===== config.mk =====
export PLATFORM = sky130hd
export DESIGN_NAME = serial_receiver
export DESIGN_NICKNAME = d
export VERILOG_FILES = /design/src/rtl/serial_receiver.sv
export SDC_FILE = /design/constraint.sdc
export NUM_CORES = 1
export LEC_CHECK = 0
export ABC_AREA = 1
export CAP_MARGIN = 15
export CORE_MARGIN = 3
export CORE_UTILIZATION = 35
export CTS_CLUSTER_DIAMETER = 30
export DETAILED_ROUTE_END_ITERATION = 10
export PLACE_DENSITY = 0.51
export SLEW_MARGIN = 20
export SYNTH_ARGS = -nofsm -noshare
export SYNTH_HDL_FRONTEND = slang
export SYNTH_SLANG_ARGS = --single-unit

===== constraint.sdc =====
create_clock -name clk -period 1.67 [get_ports clk]
set_input_delay 0.334 -clock clk [delete_from_list [all_inputs] [get_ports clk]]
set_output_delay 0.334 -clock clk [all_outputs]
set_load 0.02 [all_outputs]

===== src/rtl/serial_receiver.sv =====
// rtl/serial_receiver.sv - start/length/data serial frame receiver with byte output
// Frame: start bit 0, 8-bit length N MSB first, then N data bits MSB first.
module serial_receiver (
    input  logic       clk,
    input  logic       rst,
    input  logic       serIn,
    output logic [7:0] ParOut,
    output logic       byte_valid,
    output logic [7:0] len_out,
    output logic       busy,
    output logic       done
);
    typedef enum logic [1:0] {IDLE, LEN, DATA, DONE} state_t;

    state_t     state_q, state_d;
    logic [7:0] len_reg_q, len_reg_d;
    logic [7:0] rem_q, rem_d;
    logic [7:0] shift_reg_q, shift_reg_d;
    logic [7:0] par_out_q, par_out_d;
    logic [7:0] len_out_q, len_out_d;
    logic [2:0] bit_cnt_q, bit_cnt_d;
    logic       byte_valid_q, byte_valid_d;
    logic       busy_q, busy_d;
    logic       done_q, done_d;

    logic [7:0] len_next;
    logic [7:0] shift_next;
    logic       rem_zero;

    assign len_next   = {len_reg_q[6:0], serIn};
    assign shift_next = {shift_reg_q[6:0], serIn};

    always_comb begin
        state_d      = state_q;
        len_reg_d    = len_reg_q;
        rem_d        = rem_q;
        shift_reg_d  = shift_reg_q;
        par_out_d    = par_out_q;
        len_out_d    = len_out_q;
        bit_cnt_d    = bit_cnt_q;
        byte_valid_d = 1'b0;
        done_d       = 1'b0;
        rem_zero     = 1'b0;
        case (state_q)
            IDLE: begin
                if (!serIn) begin
                    state_d     = LEN;
                    bit_cnt_d   = 3'd0;
                    len_reg_d   = 8'd0;
                    shift_reg_d = 8'd0;
                end
            end
            LEN: begin
                len_reg_d = len_next;
                bit_cnt_d = bit_cnt_q + 3'd1;
                if (bit_cnt_q == 3'd7) begin
                    rem_d     = len_next;
                    len_out_d = len_next;
                    if (len_next == 8'd0) begin
                        state_d = DONE;
                        done_d  = 1'b1;
                    end else begin
                        state_d = DATA;
                    end
                end
            end
            DATA: begin
                bit_cnt_d = bit_cnt_q + 3'd1;
                rem_d     = (rem_q != 8'd0) ? rem_q - 8'd1 : 8'd0;
                rem_zero  = (rem_d == 8'd0);
                // A short final byte is flushed right-aligned alongside done.
                if (bit_cnt_q == 3'd7 || rem_zero) begin
                    par_out_d    = shift_next;
                    byte_valid_d = 1'b1;
                    shift_reg_d  = 8'd0;
                end else begin
                    shift_reg_d = shift_next;
                end
                if (rem_zero) begin
                    state_d = DONE;
                    done_d  = 1'b1;
                end
            end
            DONE: begin
                state_d = IDLE;
            end
            default: state_d = IDLE;
        endcase
        busy_d = (state_d != IDLE);
    end

    always_ff @(posedge clk) begin
        if (rst) begin
            state_q      <= IDLE;
            len_reg_q    <= 8'd0;
            rem_q        <= 8'd0;
            shift_reg_q  <= 8'd0;
            par_out_q    <= 8'd0;
            len_out_q    <= 8'd0;
            bit_cnt_q    <= 3'd0;
            byte_valid_q <= 1'b0;
            busy_q       <= 1'b0;
            done_q       <= 1'b0;
        end else begin
            state_q      <= state_d;
            len_reg_q    <= len_reg_d;
            rem_q        <= rem_d;
            shift_reg_q  <= shift_reg_d;
            par_out_q    <= par_out_d;
            len_out_q    <= len_out_d;
            bit_cnt_q    <= bit_cnt_d;
            byte_valid_q <= byte_valid_d;
            busy_q       <= busy_d;
            done_q       <= done_d;
        end
    end

    assign ParOut     = par_out_q;
    assign byte_valid = byte_valid_q;
    assign len_out    = len_out_q;
    assign busy       = busy_q;
    assign done       = done_q;
endmodule

The metal 1 layer:
The bar under the picture is 20 um long.
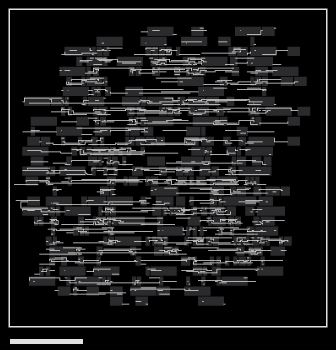
- wire length on this layer: 2570 um
- nets with wire on the layer: 318
- share of all routed wire: 49%
Vias: 2083
Routed WL: 5204 um
M1 GR Usage: 20.96%

Metal 2:
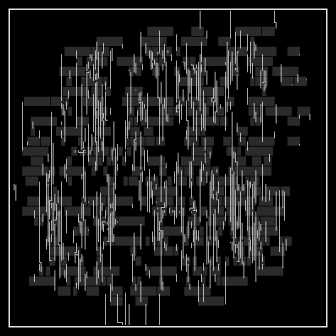
- nets with wire on the layer: 271
- main direction: vertical
- wire length on this layer: 2320 um
met2 usage: 23.27%

The metal 3 layer:
The bar under the picture is 20 um long.
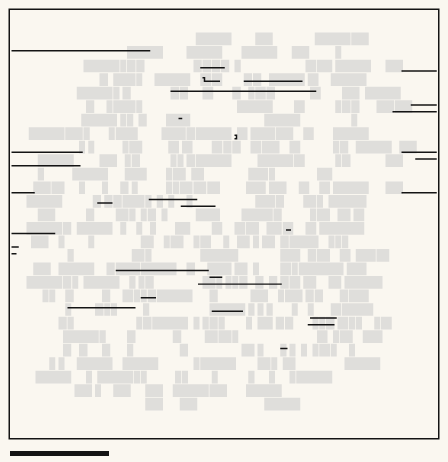
- nets with wire on the layer: 28
- longest straight run: 29.0 um
- wire length on this layer: 248 um
GR Util met3: 3.362%

Sequential cells grouped by signal name:
Other sequential cells in the stronger grey, the rest of the logic in the fainter grey.
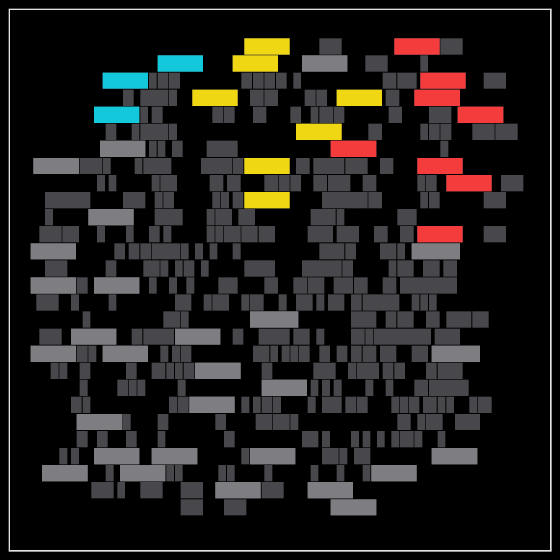
- cyan: bit_cnt_q (sequential cells 3)
- red: ParOut (sequential cells 8; where north-east)
- yellow: shift_reg_q (sequential cells 7; where north)
- not coloured: 28
post-route core utilization: 47.36%
register area: 924.6 um^2
seq pwr: 1130 uW
Seq area share: 32.21%

==> qor.yml <==
routing:
  initialDrtViolationCount: 102
  postRouteAntennaNets: 0
  viasPerCell: 5.007
  drc: 0
cts:
  cts-buffers-inserted: 5
  clkTransAtPathRegs_ns: 0.08
  clkLatencyLatePin_ns: 0.29
  ctsHoldBuffers: 0
  cts_tree: "built"
die:
  io_pins: 22
  core_mm2: 0.006061
  die_h_um: 86.06
run_status:
  status: "completed"
synth:
  common_cells: "nand2_1, dfxtp_1, inv_1, o21ai_0, nor2_1"
  synthArstFlopShare_pct: 0
  ff_type: "dfxtp_1"
  ys_seq_share_pct: 41.05
  yosys_warnings: 0
  edf_count: 0
power:
  p_clk_share_pct: 35.3
  power_uw: 1990
  p_comb_uw: 152
  power_frac_seq_pct: 57.0
finish:
  area_delta_synth_final_pct: 27.94
  fillCellCount: 626
  signal_buffers: 45
  layout_top_cells: "nand2_1, dfxtp_1, o21ai_0"
  dominant_cells: "combinational gates"
  nClkBuffers: 7
placed_design:
  numPortBuffers: 21
sta:
  setup_viol: 0
  finalMaxSlewViolations: 0
worst_setup_path:
  r2r_end: "busy"
  cp_slowest_cell: "dfxtp_2"
  critPathArrivalTime_ns: 1.87
  r2r_cells: 11
  reg2reg_from: "rem_q[1]"
  critPathLaunchType: "register"
global_route:
  antenna_found_initial: 0
  gr-usage-all-layers_pct: 15.06
flow_run:
  warning_count: 30
-- worst max-delay path, delay by kind of cell, from the launching register on --
| family | cells | cell delay [ns] |
|---|---|---|
| AOI/OAI and AO/OA | 1 | 0.15 |
| xor gates and xnor gates | 1 | 0.16 |
| adders and majority gates | 1 | 0.17 |
| buffers and inverters | 2 | 0.17 |
| DFF | 1 | 0.36 |
| and+or+nand+nor | 6 | 0.57 |
-- through the flow --
stage	worst slack [ns]	hold slack, ns	cell area, um^2	std cells	utilization, %
after CTS	0.0002156	0.4637	2775	414	45.79
after detailed placement	-0.06295	0.4486	2673	406	44.10
after floorplan	0.006331	0.4031	2250	298	-
final	0.04192	0.4659	2870	416	47.36
after global placement	-0.07471	0.4493	2673	406	44.10
after global routing	-0.1205	0.4951	2870	416	47.36
-- cells by family (layout without fill, tap and decap cells) --
group / Yosys count / in the layout / share of synthesized area (%)
and+or+nand+nor: 142 / 142 / 31.40
DFF: 46 / 46 / 41.05
AOI/OAI and AO/OA: 58 / 58 / 14.39
xor gates and xnor gates: 1 / 1 / 0.3905
buffers and inverters: 44 / 87 / 8.868
adders and majority gates: 7 / 7 / 3.904
-- state kept, by name, indices dropped and copies added, names as in the netlist --
name         flops
len_out          8
state_q          2
shift_reg_q      7
len_reg_q        7
rem_q            8
ParOut           8
busy             1
byte_valid       1
done             1
bit_cnt_q        3
-- repair_timing --
| action | CTS | global route |
|---|---|---|
| endpoints found under the setup margin | 8 | 20 |
| endpoints found under the hold margin | 0 | 0 |
| gates resized | 3 | 20 |
| buffers inserted | 0 | 2 |
| pin swaps | 2 | 10 |
-- per-layer routing --
metal  global-route usage, %  up-vias  share of wire [%]
li1                        -     1084                  -
met1                   20.96      939                 49
met2                   23.27       54                 45
met3                   3.362        6                4.8
met4                   4.317        0                1.4
met5                       0        -                  0
Power is estimated from default activity; no workload was simulated.
